File: config.mk
export PLATFORM = sky130hd
export DESIGN_NAME = nat_csum_fix
export DESIGN_NICKNAME = d
export VERILOG_FILES = /design/src/rtl/nat_csum_fix.sv
export SDC_FILE = /design/constraint.sdc
export NUM_CORES = 1
export LEC_CHECK = 0
export CORE_ASPECT_RATIO = 0.75
export CORE_MARGIN = 2
export CORE_UTILIZATION = 45
export CTS_CLUSTER_SIZE = 14
export DETAILED_ROUTE_END_ITERATION = 16
export PLACE_DENSITY_LB_ADDON = 0.1
export SYNTH_ARGS = -nofsm -noshare
export SYNTH_HDL_FRONTEND = slang
export SYNTH_SLANG_ARGS = --single-unit
File: constraint.sdc
create_clock -name clk -period 11.5 [get_ports clk]
set_clock_uncertainty 0.2 [all_clocks]
set_input_delay 1.725 -clock clk [delete_from_list [all_inputs] [get_ports clk]]
set_output_delay 1.725 -clock clk [all_outputs]
set_load 0.01 [all_outputs]
File: src/rtl/nat_csum_fix.sv
// NAT checksum fix-up: holds the first 40 bytes of each frame, recomputes the
// IPv4 header checksum of plain 20-byte IPv4 headers, and re-emits the frame.
module nat_csum_fix #(
    parameter int CNT_WIDTH = 32
) (
    input  logic                 clk,
    input  logic                 reset,
    input  logic [63:0]          s_axis_tdata,
    input  logic [7:0]           s_axis_tkeep,
    input  logic                 s_axis_tlast,
    input  logic                 s_axis_tvalid,
    output logic                 s_axis_tready,
    output logic [63:0]          m_axis_tdata,
    output logic [7:0]           m_axis_tkeep,
    output logic                 m_axis_tlast,
    output logic                 m_axis_tvalid,
    input  logic                 m_axis_tready,
    output logic [CNT_WIDTH-1:0] fixed_cnt
);
    localparam int HDR_BEATS = 5;

    typedef enum logic [1:0] {COLLECT = 2'd0, FLUSH = 2'd1, PASS = 2'd2} state_t;

    state_t               state_q, state_d;
    logic [63:0]          hdr_data_q [HDR_BEATS];
    logic [7:0]           hdr_keep_q [HDR_BEATS];
    logic                 hdr_last_q [HDR_BEATS];
    logic [2:0]           idx_q, idx_d;
    logic [2:0]           cnt_q, cnt_d;
    logic [2:0]           rd_q, rd_d;
    logic [63:0]          m_data_q, m_data_d;
    logic [7:0]           m_keep_q, m_keep_d;
    logic                 m_last_q, m_last_d;
    logic                 m_valid_q, m_valid_d;
    logic                 m_fix3_q, m_fix3_d;
    logic [CNT_WIDTH-1:0] fixed_cnt_q, fixed_cnt_d;
    logic                 s_rdy, s_acc, out_free, fix, cnt_inc;
    logic [15:0]          csum;

    // Big-endian 16-bit word starting at byte lane `lane` of a beat.
    function automatic logic [15:0] be_word(input logic [63:0] beat, input int lane);
        return {beat[8*lane +: 8], beat[8*lane+8 +: 8]};
    endfunction

    // Header bytes 14..33 span beats 1..4; the checksum word (bytes 24-25) counts as zero.
    function automatic logic [15:0] ip_csum(input logic [63:0] b1, input logic [63:0] b2,
                                            input logic [63:0] b3, input logic [63:0] b4);
        logic [19:0] s;
        s = 20'(be_word(b1, 6));
        for (int l = 0; l < 8; l += 2) s = s + 20'(be_word(b2, l));
        for (int l = 2; l < 8; l += 2) s = s + 20'(be_word(b3, l));
        s = s + 20'(be_word(b4, 0));
        s = 20'(s[15:0]) + 20'(s[19:16]);
        s = 20'(s[15:0]) + 20'(s[19:16]);
        return ~s[15:0];
    endfunction

    function automatic logic [63:0] patch_csum(input logic [63:0] beat, input logic [15:0] c);
        return {beat[63:16], c[7:0], c[15:8]};
    endfunction

    assign out_free = !m_valid_q || m_axis_tready;
    assign s_axis_tready = s_rdy && !reset;
    assign s_acc    = s_axis_tvalid && s_axis_tready;
    assign cnt_inc  = m_valid_q && m_axis_tready && m_fix3_q;

    // The buffer is stable throughout FLUSH, so the checksum settles before the first beat is loaded.
    assign csum = ip_csum(hdr_data_q[1], hdr_data_q[2], hdr_data_q[3], hdr_data_q[4]);
    assign fix  = (cnt_q == 3'd5) && (hdr_data_q[1][39:32] == 8'h08) &&
                  (hdr_data_q[1][47:40] == 8'h00) && (hdr_data_q[1][55:48] == 8'h45);

    always_comb begin
        state_d     = state_q;
        idx_d       = idx_q;
        cnt_d       = cnt_q;
        rd_d        = rd_q;
        m_data_d    = m_data_q;
        m_keep_d    = m_keep_q;
        m_last_d    = m_last_q;
        m_valid_d   = m_valid_q;
        m_fix3_d    = m_fix3_q;
        s_rdy       = 1'b0;
        fixed_cnt_d = fixed_cnt_q + {{(CNT_WIDTH-1){1'b0}}, cnt_inc};
        if (out_free) begin
            m_valid_d = 1'b0;
            m_fix3_d  = 1'b0;
        end
        case (state_q)
            COLLECT: begin
                s_rdy = 1'b1;
                if (s_acc) begin
                    idx_d = idx_q + 3'd1;
                    if (idx_q == 3'd4 || s_axis_tlast) begin
                        state_d = FLUSH;
                        cnt_d   = idx_q + 3'd1;
                        rd_d    = 3'd0;
                        idx_d   = 3'd0;
                    end
                end
            end
            FLUSH: begin
                if (out_free) begin
                    m_data_d  = (rd_q == 3'd3 && fix) ? patch_csum(hdr_data_q[rd_q], csum)
                                                      : hdr_data_q[rd_q];
                    m_keep_d  = hdr_keep_q[rd_q];
                    m_last_d  = hdr_last_q[rd_q];
                    m_valid_d = 1'b1;
                    m_fix3_d  = (rd_q == 3'd3) && fix;
                    rd_d      = rd_q + 3'd1;
                    if (rd_q + 3'd1 == cnt_q)
                        state_d = hdr_last_q[rd_q] ? COLLECT : PASS;
                end
            end
            PASS: begin
                s_rdy = out_free;
                if (s_acc) begin
                    m_data_d  = s_axis_tdata;
                    m_keep_d  = s_axis_tkeep;
                    m_last_d  = s_axis_tlast;
                    m_valid_d = 1'b1;
                    if (s_axis_tlast)
                        state_d = COLLECT;
                end
            end
            default: state_d = COLLECT;
        endcase
    end

    always_ff @(posedge clk) begin
        if (reset) begin
            state_q     <= COLLECT;
            idx_q       <= 3'd0;
            cnt_q       <= 3'd0;
            rd_q        <= 3'd0;
            m_data_q    <= 64'd0;
            m_keep_q    <= 8'd0;
            m_last_q    <= 1'b0;
            m_valid_q   <= 1'b0;
            m_fix3_q    <= 1'b0;
            fixed_cnt_q <= '0;
        end else begin
            state_q     <= state_d;
            idx_q       <= idx_d;
            cnt_q       <= cnt_d;
            rd_q        <= rd_d;
            m_data_q    <= m_data_d;
            m_keep_q    <= m_keep_d;
            m_last_q    <= m_last_d;
            m_valid_q   <= m_valid_d;
            m_fix3_q    <= m_fix3_d;
            fixed_cnt_q <= fixed_cnt_d;
        end
    end

    always_ff @(posedge clk) begin
        if (s_acc && state_q == COLLECT) begin
            hdr_data_q[idx_q] <= s_axis_tdata;
            hdr_keep_q[idx_q] <= s_axis_tkeep;
            hdr_last_q[idx_q] <= s_axis_tlast;
        end
    end

    assign m_axis_tdata  = m_data_q;
    assign m_axis_tkeep  = m_keep_q;
    assign m_axis_tlast  = m_last_q;
    assign m_axis_tvalid = m_valid_q;
    assign fixed_cnt     = fixed_cnt_q;
endmodule

==> reports/metrics.cfg <==
[place]
dpl_cell_area_um2=33900
hpwl_mm=52.0
gp_congestion=0.867
dp_cells=3060

[hold_path]
min_from=m_axis_tkeep[0]
hold_end=m_axis_tkeep[0]
hp-class=register to register
hold_depth=2

[layout]
final_nets=2464
finalCoreUtilization_pct=52.9
diodes=0
area_growth_pct=16.4

[power_and_ir_drop]
ir_drop_mv=0.121
p_leak_nw=12.1
p_clk_share_pct=42.6
switching_share_pct=22.5
cellPowerDensity_nw_per_um2=147
p_int_mw=4.13
pwr-share-comb_pct=6.5
p_seq_share_pct=50.9
finalPower_mw=5.32

[clocking]
clock_latency_ps=620
ctsHtreeMaxLevel=3
clockBufferDepth=3
post_cts_buffers=0
ctsHoldBuffers=0
clk_pin_slew_ps=60
clock_sinks=678
cts_root_buf=clkbuf_16
cts_tree=built

[detailed_routing]
num_vias=18100
drt_pre_antenna_iters=7
wl_mm=80.9
drtIter0Drc=1643
drcViolationCount=0
postRouteAntennaNets=0
wl_per_cell_um=25.4

[yosys]
synthArstFlopShare_pct=0
area_leaders=edfxtp_1, mux4_2, dfxtp_1
yosys_warnings=0
synthCells=2060
yosys.area.top_type_share_pct=53.9
edf_count=557
ys_area_um2=31000
ys_cells=2060
synth_area_leader_cell=edfxtp_1
common_cells=edfxtp_1, inv_1, nand2_1, mux4_2, dfxtp_1
synth_cell_types=85
synth_nets=2284
ys.flops=678
synth_top_cell_by_count=edfxtp_1
ff_type=edfxtp_1
ys_seq_share_pct=61.7

[sta]
max_freq_mhz=117
setup_tns_ps=0
grt_setup_unrepaired=no
hold_viol_final=0
whs_ps=253
tightestPinTransition_ps=1110
setup_viol=0
slew_violations=0
slew_headroom_pct=25.9
setup_slack_ps=2930
finalClockPeriodUsage_pct=74.5

[grt]
grt_overflow=0
antenna_found_initial=2
grt_pass1_vias=18600

[worst_setup_path]
r2r-start=hdr_data_q[4][10]
start_kind=register
crit_slowest_cell=fa_1
cp.required_ps=11850
cpPeakStageDelay_ps=550
r2r-end=m_axis_tdata[7]
crit_path_end_kind=register
rr_worst_depth=33

[outcome]
status=finished, final reports clean

[die]
fp.dieH_um=231
ioPinCount=184
initial_utilization_pct=45.4
core_area_um2=68300

[flow_run]
max_cap_viol_count=0

power by group through the flow:
stage | Sequential (mW) | Combinational (mW) | Clock, mW
2_1_floorplan | 2.77 | 0.182 | 0
3_3_place_gp | 2.76 | 0.345 | 0
3_5_place_dp | 2.76 | 0.347 | 0
4_1_cts | 2.71 | 0.349 | 2.32
5_1_grt | 2.71 | 0.376 | 2.41
6_report | 2.71 | 0.346 | 2.27
kinds of logic (layout without fill, tap and decap cells):
logic type,Yosys count,in the layout,share of synthesized area [%]
adders and majority gates,148,148,8.64
AOI/OAI and AO/OA,293,293,6.49
xor gates and xnor gates,51,51,1.44
and+or+nand+nor,398,398,6.06
buffers and inverters,288,525,3.58
muxes,204,204,12.1
DFF,678,678,61.7
layout make-up:
class,instances,area (um2)
Inverter,186,701
Fill cell,5694,32200
Tap cell,892,1120
Multi-Input combinational cell,1094,10900
Clock buffer,99,1920
Sequential cell,678,19200
Clock inverter,30,348
Timing Repair Buffer,210,2030
cell usage in the layout (no fill, tap or decap), types with 35 or more instances in the layout:
cell type and count:
edfxtp_1 557, inv_1 185, clkdlybuf4s50_1 182, nand2_1 164, mux4_2 137, dfxtp_1 118, fa_1 111, a21oi_1 99
nor2_1 87, clkbuf_16 72, mux2i_1 65, o211ai_1 54, ha_1 35
worst max-delay path, delay by kind of cell (launching register included):
kind            cells  cell delay, ps
simple gates        8            1760
compound gates     12            2420
xor+xnor            1             100
flops               1             350
fa+ha+maj           8            3440
buf+inv             4             220
state kept, by name, indices dropped and copies added, names as in the netlist, named ones only:
signal,count
cnt_q,3
fixed_cnt,32
hdr_data_q,512
hdr_keep_q,40
hdr_last_q,5
idx_q,3
m_axis_tdata,64
m_axis_tkeep,8
m_axis_tlast,1
m_axis_tvalid,1
rd_q,3
state_q,2
worst max path at each step:
stage                       from                to  cells after the start
6_report       hdr_data_q[4][10]   m_axis_tdata[7]                     33
5_1_grt         hdr_data_q[4][0]   m_axis_tdata[7]                     32
4_1_cts        hdr_data_q[4][10]   m_axis_tdata[7]                     33
3_5_place_dp   hdr_data_q[4][10]   m_axis_tdata[7]                     33
3_3_place_gp   hdr_data_q[4][10]   m_axis_tdata[7]                     33
2_1_floorplan      m_axis_tready  hdr_data_q[0][0]                      6
metal layers:
metal	routed length, um	part of all wire (%)	vias to the layer above	global-route usage (%)
met5	26	0.032	-	0
met4	1730	2.1	4	5.52
met3	4940	6.1	110	4.79
met2	37500	46	511	36.4
met1	36700	45	9409	33.4
li1	-	-	8052	-
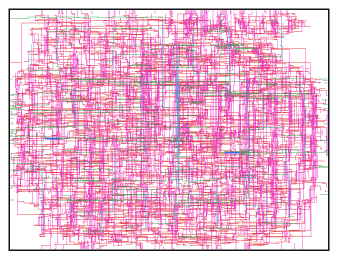
Fig. 1. Metal layers overlaid.
colour	layer	wire length
blue	metal 5	26.7 um
red	metal 1	36.7 mm
magenta	metal 2	37.5 mm
cyan	metal 4	1730 um
green	metal 3	4940 um

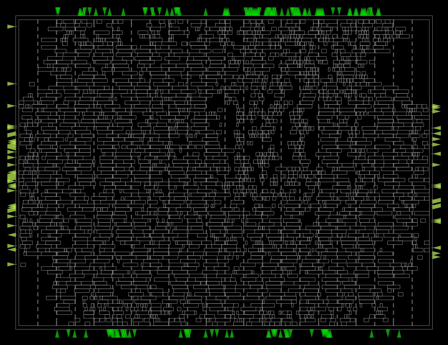
Fig. 2. Placed standard cells.
row cnt: 83
sequential cell area share: 53.0%
Cell Count, Final, Fillers Out: 3189

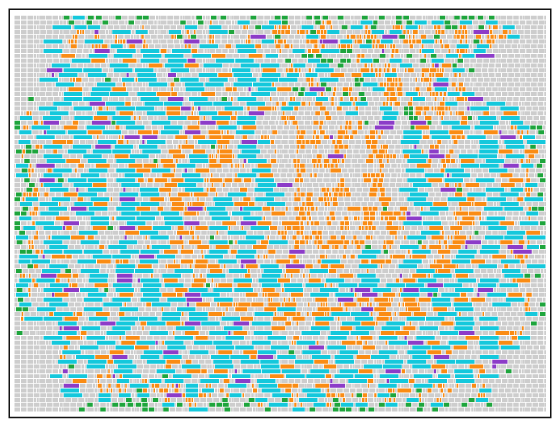
Fig. 3. Placement by cell class.
Fill, decap, tap and diode cells in grey.
colour	class	cells	share of their area
green	remaining buffers and delay cells	210	5.8%
purple	clock drivers and dummy loads	129	6.5%
orange	combinational and other logic	1280	33%
cyan	sequential cells	678	55%

No activity file was given, so power comes from the tool's default toggle rates.
